`src/rtl/unary_stream_collector.sv`:
```
// Receiving end of a unary bitstream: counts ones, exposes running bounds on the
// final value, terminates early within tolerance and holds the result for a valid/ack handshake.
module unary_stream_collector #(
    parameter int unsigned INPUT_WIDTH = 32,
    parameter int unsigned COUNT_WIDTH = $clog2(INPUT_WIDTH + 1),
    parameter int unsigned EPSILON     = 0
) (
    input  logic                   clk_i,
    input  logic                   rst_ni,
    input  logic                   start_i,
    input  logic                   bit_in_i,
    input  logic                   bit_valid_i,
    input  logic                   result_ack_i,
    output logic [COUNT_WIDTH-1:0] ones_count_o,
    output logic [COUNT_WIDTH-1:0] bits_seen_o,
    output logic [COUNT_WIDTH-1:0] lower_bound_o,
    output logic [COUNT_WIDTH-1:0] upper_bound_o,
    output logic [COUNT_WIDTH-1:0] estimate_o,
    output logic                   result_valid_o,
    output logic                   early_done_o,
    output logic                   busy_o,
    output logic                   drop_err_o
);

    typedef enum logic [1:0] {
        IDLE    = 2'd0,
        COLLECT = 2'd1,
        HOLD    = 2'd2
    } state_e;

    // Tolerance is saturated at N so an oversized EPSILON cannot wrap the compare width.
    localparam logic [COUNT_WIDTH:0]   N_EXT   = (COUNT_WIDTH + 1)'(INPUT_WIDTH);
    localparam logic [COUNT_WIDTH-1:0] N_CNT   = COUNT_WIDTH'(INPUT_WIDTH);
    localparam logic [COUNT_WIDTH:0]   TWO_EPS =
        ((64'(EPSILON) << 1) >= 64'(INPUT_WIDTH)) ? N_EXT : (COUNT_WIDTH + 1)'(EPSILON * 2);

    state_e                 state_q, state_d;
    logic [COUNT_WIDTH-1:0] ones_q, ones_d;
    logic [COUNT_WIDTH-1:0] bits_q, bits_d;
    logic                   early_q, early_d;
    logic                   drop_q, drop_d;
    logic                   started_q, started_d;

    logic [COUNT_WIDTH-1:0] bitsInc;
    logic [COUNT_WIDTH-1:0] onesInc;
    logic [COUNT_WIDTH:0]   remAfter;
    logic                   withinTol;
    logic                   acceptStart;
    logic [COUNT_WIDTH-1:0] remaining;

    always_ff @(posedge clk_i or negedge rst_ni) begin
        if (!rst_ni) begin
            state_q   <= IDLE;
            ones_q    <= '0;
            bits_q    <= '0;
            early_q   <= 1'b0;
            drop_q    <= 1'b0;
            started_q <= 1'b0;
        end else begin
            state_q   <= state_d;
            ones_q    <= ones_d;
            bits_q    <= bits_d;
            early_q   <= early_d;
            drop_q    <= drop_d;
            started_q <= started_d;
        end
    end

    always_comb begin
        bitsInc     = bits_q + COUNT_WIDTH'(1);
        onesInc     = ones_q + COUNT_WIDTH'(bit_in_i);
        remAfter    = N_EXT - {1'b0, bitsInc};
        withinTol   = (remAfter <= TWO_EPS);
        // A start in HOLD only counts when the result is being consumed on the same edge.
        acceptStart = start_i && ((state_q != HOLD) || result_ack_i);

        state_d   = state_q;
        ones_d    = ones_q;
        bits_d    = bits_q;
        early_d   = early_q;
        drop_d    = drop_q;
        started_d = started_q;

        if (bit_valid_i && !start_i && (state_q != COLLECT)) begin
            drop_d = 1'b1;
        end

        case (state_q)
            IDLE: begin
                if (start_i) begin
                    state_d = COLLECT;
                end
            end
            COLLECT: begin
                if (!start_i && bit_valid_i) begin
                    bits_d = bitsInc;
                    ones_d = onesInc;
                    if (withinTol) begin
                        state_d = HOLD;
                        early_d = (remAfter != '0);
                    end
                end
            end
            HOLD: begin
                if (result_ack_i) begin
                    state_d = start_i ? COLLECT : IDLE;
                end
            end
            default: begin
                state_d = IDLE;
            end
        endcase

        if (acceptStart) begin
            ones_d    = '0;
            bits_d    = '0;
            early_d   = 1'b0;
            drop_d    = 1'b0;
            started_d = 1'b1;
        end
    end

    // Bounds stay at zero until the first stream begins so that reset leaves every output at 0.
    always_comb begin
        remaining     = N_CNT - bits_q;
        upper_bound_o = started_q ? (remaining + ones_q) : '0;
        estimate_o    = started_q ? (ones_q + (remaining >> 1)) : '0;
    end

    assign ones_count_o   = ones_q;
    assign bits_seen_o    = bits_q;
    assign lower_bound_o  = ones_q;
    assign result_valid_o = (state_q == HOLD);
    assign early_done_o   = early_q;
    assign busy_o         = (state_q == COLLECT);
    assign drop_err_o     = drop_q;

endmodule

```
`config.mk`:
```
export PLATFORM = sky130hd
export DESIGN_NAME = unary_stream_collector
export DESIGN_NICKNAME = d
export VERILOG_FILES = /design/src/rtl/unary_stream_collector.sv
export SDC_FILE = /design/constraint.sdc
export NUM_CORES = 1
export LEC_CHECK = 0
export ABC_AREA = 1
export CAP_MARGIN = 20
export CELL_PAD_IN_SITES_DETAIL_PLACEMENT = 0
export CELL_PAD_IN_SITES_GLOBAL_PLACEMENT = 1
export CORE_ASPECT_RATIO = 1.5
export CORE_MARGIN = 2
export CORE_UTILIZATION = 37
export CTS_CLUSTER_SIZE = 20
export DETAILED_ROUTE_END_ITERATION = 12
export PLACE_DENSITY_LB_ADDON = 0.1
export SETUP_SLACK_MARGIN = 0.2
export SLEW_MARGIN = 10
export SYNTH_ARGS = -nofsm -noshare
export SYNTH_HDL_FRONTEND = slang
export SYNTH_SLANG_ARGS = --single-unit
```
`constraint.sdc`:
```
create_clock -name clk_i -period 4.1 [get_ports clk_i]
set_clock_uncertainty 0.15 [all_clocks]
set_input_delay 0.82 -clock clk_i [delete_from_list [all_inputs] [get_ports clk_i]]
set_output_delay 0.82 -clock clk_i [all_outputs]
set_load 0.03 [all_outputs]
```
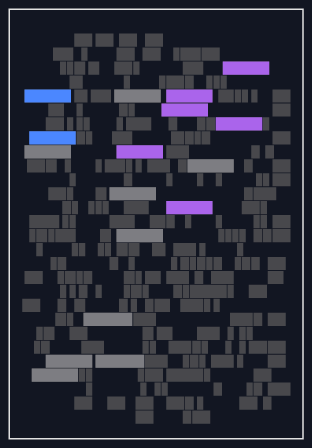
(images/flops_by_reg.png)
Other sequential cells in the stronger grey, the rest of the logic in the fainter grey.
[blue] state_q | sequential cells: 2
[purple] lower_bound_o | sequential cells: 6
not coloured: 9

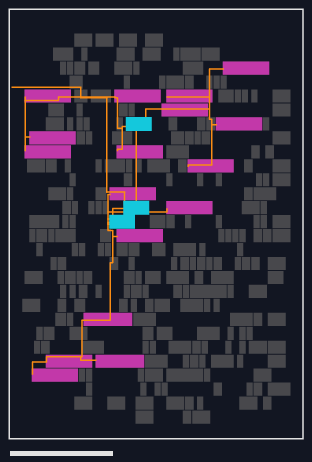
(images/clk_routes.png)
The bar under the picture is 20 µm long.
[magenta] flip-flops | count: 17
[orange] clock wires | length: 247 µm
[cyan] clock drivers | count: 3
routed clock nets: 4

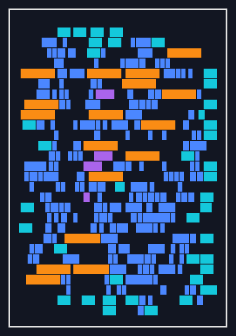
(images/placement_by_type.png)
[blue] combinational and other logic | cells: 189
[orange] flops | cells: 17
[cyan] other buffers and delay cells | cells: 40
[purple] clock drivers and dummy loads | cells: 4

==> flow.log <==
[flow] collecting metrics
[metrics] Post-synth seq share: 0.274
[metrics] initial antenna violation count: 0
[metrics] Static Leak: 0.998 nW
[metrics] cell family with the largest share of critical-path delay: buffers and inverters
[metrics] overall die height: 83.4 µm
[metrics] number of clock buffers inserted by TritonCTS: 3
[metrics] run status: finished clean
[metrics] async set-or-reset flop fraction in the synthesized netlist: 1.00
[metrics] detailed-routed wire length on met3: 109 µm
[metrics] switching fraction of total power: 0.431
[metrics] Worst R2R Path Depth: 10
[metrics] via count of the first global-routing pass: 1344
[metrics] Post-Layout Cell Count: 295
[metrics] first-pass GRT wire length: 6290 µm
[metrics] Mean Syn Cell Area: 7.27 µm²
[metrics] Insertion Delay late pin: 0.25 ns
[metrics] top cell type's share of synthesized area: 0.274
[metrics] Die X: 56.9 µm
[metrics] cell total in the yosys stat output: 214
[metrics] critical path arrival: 2.70 ns
[metrics] Critical Path End Type: output port
[metrics] number of hold-slack violations in the final timing report: 0
[metrics] Warnings, synthesis: 0
[metrics] Yosys Chip Area: 1560 µm²
[metrics] Critical Path Max Stage Delay: 0.67 ns
[metrics] post-layout total power: 665 µW
[metrics] number of warning messages in the logs: 27
[metrics] total placed cells including tap cells: 291
layer usage:
metal	global-route usage	up-vias
met5	0	-
met4	0.0317	0
met3	0.0202	2
met2	0.293	23
met1	0.206	668
li1	-	757
logic make-up after synthesis:
kind of cell             after synthesis  synth area share
AND-OR/OR-AND                         35             0.132
XOR/XNOR                               4            0.0225
adder cells (fa/ha/maj)               16             0.138
buffers and inverters                 47             0.133
flip-flops                            17             0.274
AND/OR/NAND/NOR                       95             0.301
what timing repair did:
action                                  CTS  global route
resized                                   3             6
endpoints found under the hold margin     0             0
buffers inserted                          0             0
endpoints found under the setup margin    3             6
sequential cells by signal, indices dropped and copies added, names as in the netlist:
register	cells
lower_bound_o	6
started_q	1
drop_err_o	1
state_q	2
early_done_o	1
bits_seen_o	6
power by group through the flow:
stage               Clock (mW)  Sequential (mW)  Combinational, mW
finish                   0.126            0.188              0.351
global route             0.136            0.190              0.385
CTS                      0.129            0.188              0.356
detailed placement           0            0.191              0.359
global placement             0            0.191              0.359
floorplan                    0            0.200              0.222
tightest hold or removal path: cells and delay by family, from the launching register on:
kind	cells	cell delay, ns
compound gates	1	0.06
flops	1	0.35
simple gates	1	0.05
layout make-up:
cell class	instances	share of cell area
Inverter	39	0.0734
Tap cell	45	0.0282
Timing Repair Buffer	40	0.198
Clock inverter	1	0.00251
Clock buffer	3	0.0207
Multi-Input combinational cell	150	0.463
Sequential cell	17	0.215
worst paths after layout:
path,to,start
hold reg to reg,drop_err_o,drop_err_o
min in group asynchronous,started_q,rst_ni
setup / recovery,upper_bound_o[3],bits_seen_o[0]
setup reg to reg,state_q[0],bits_seen_o[0]
hold / removal,drop_err_o,drop_err_o
max in group asynchronous,bits_seen_o[0],rst_ni
Power figures rest on the tool's default switching activity, not on a simulated workload.
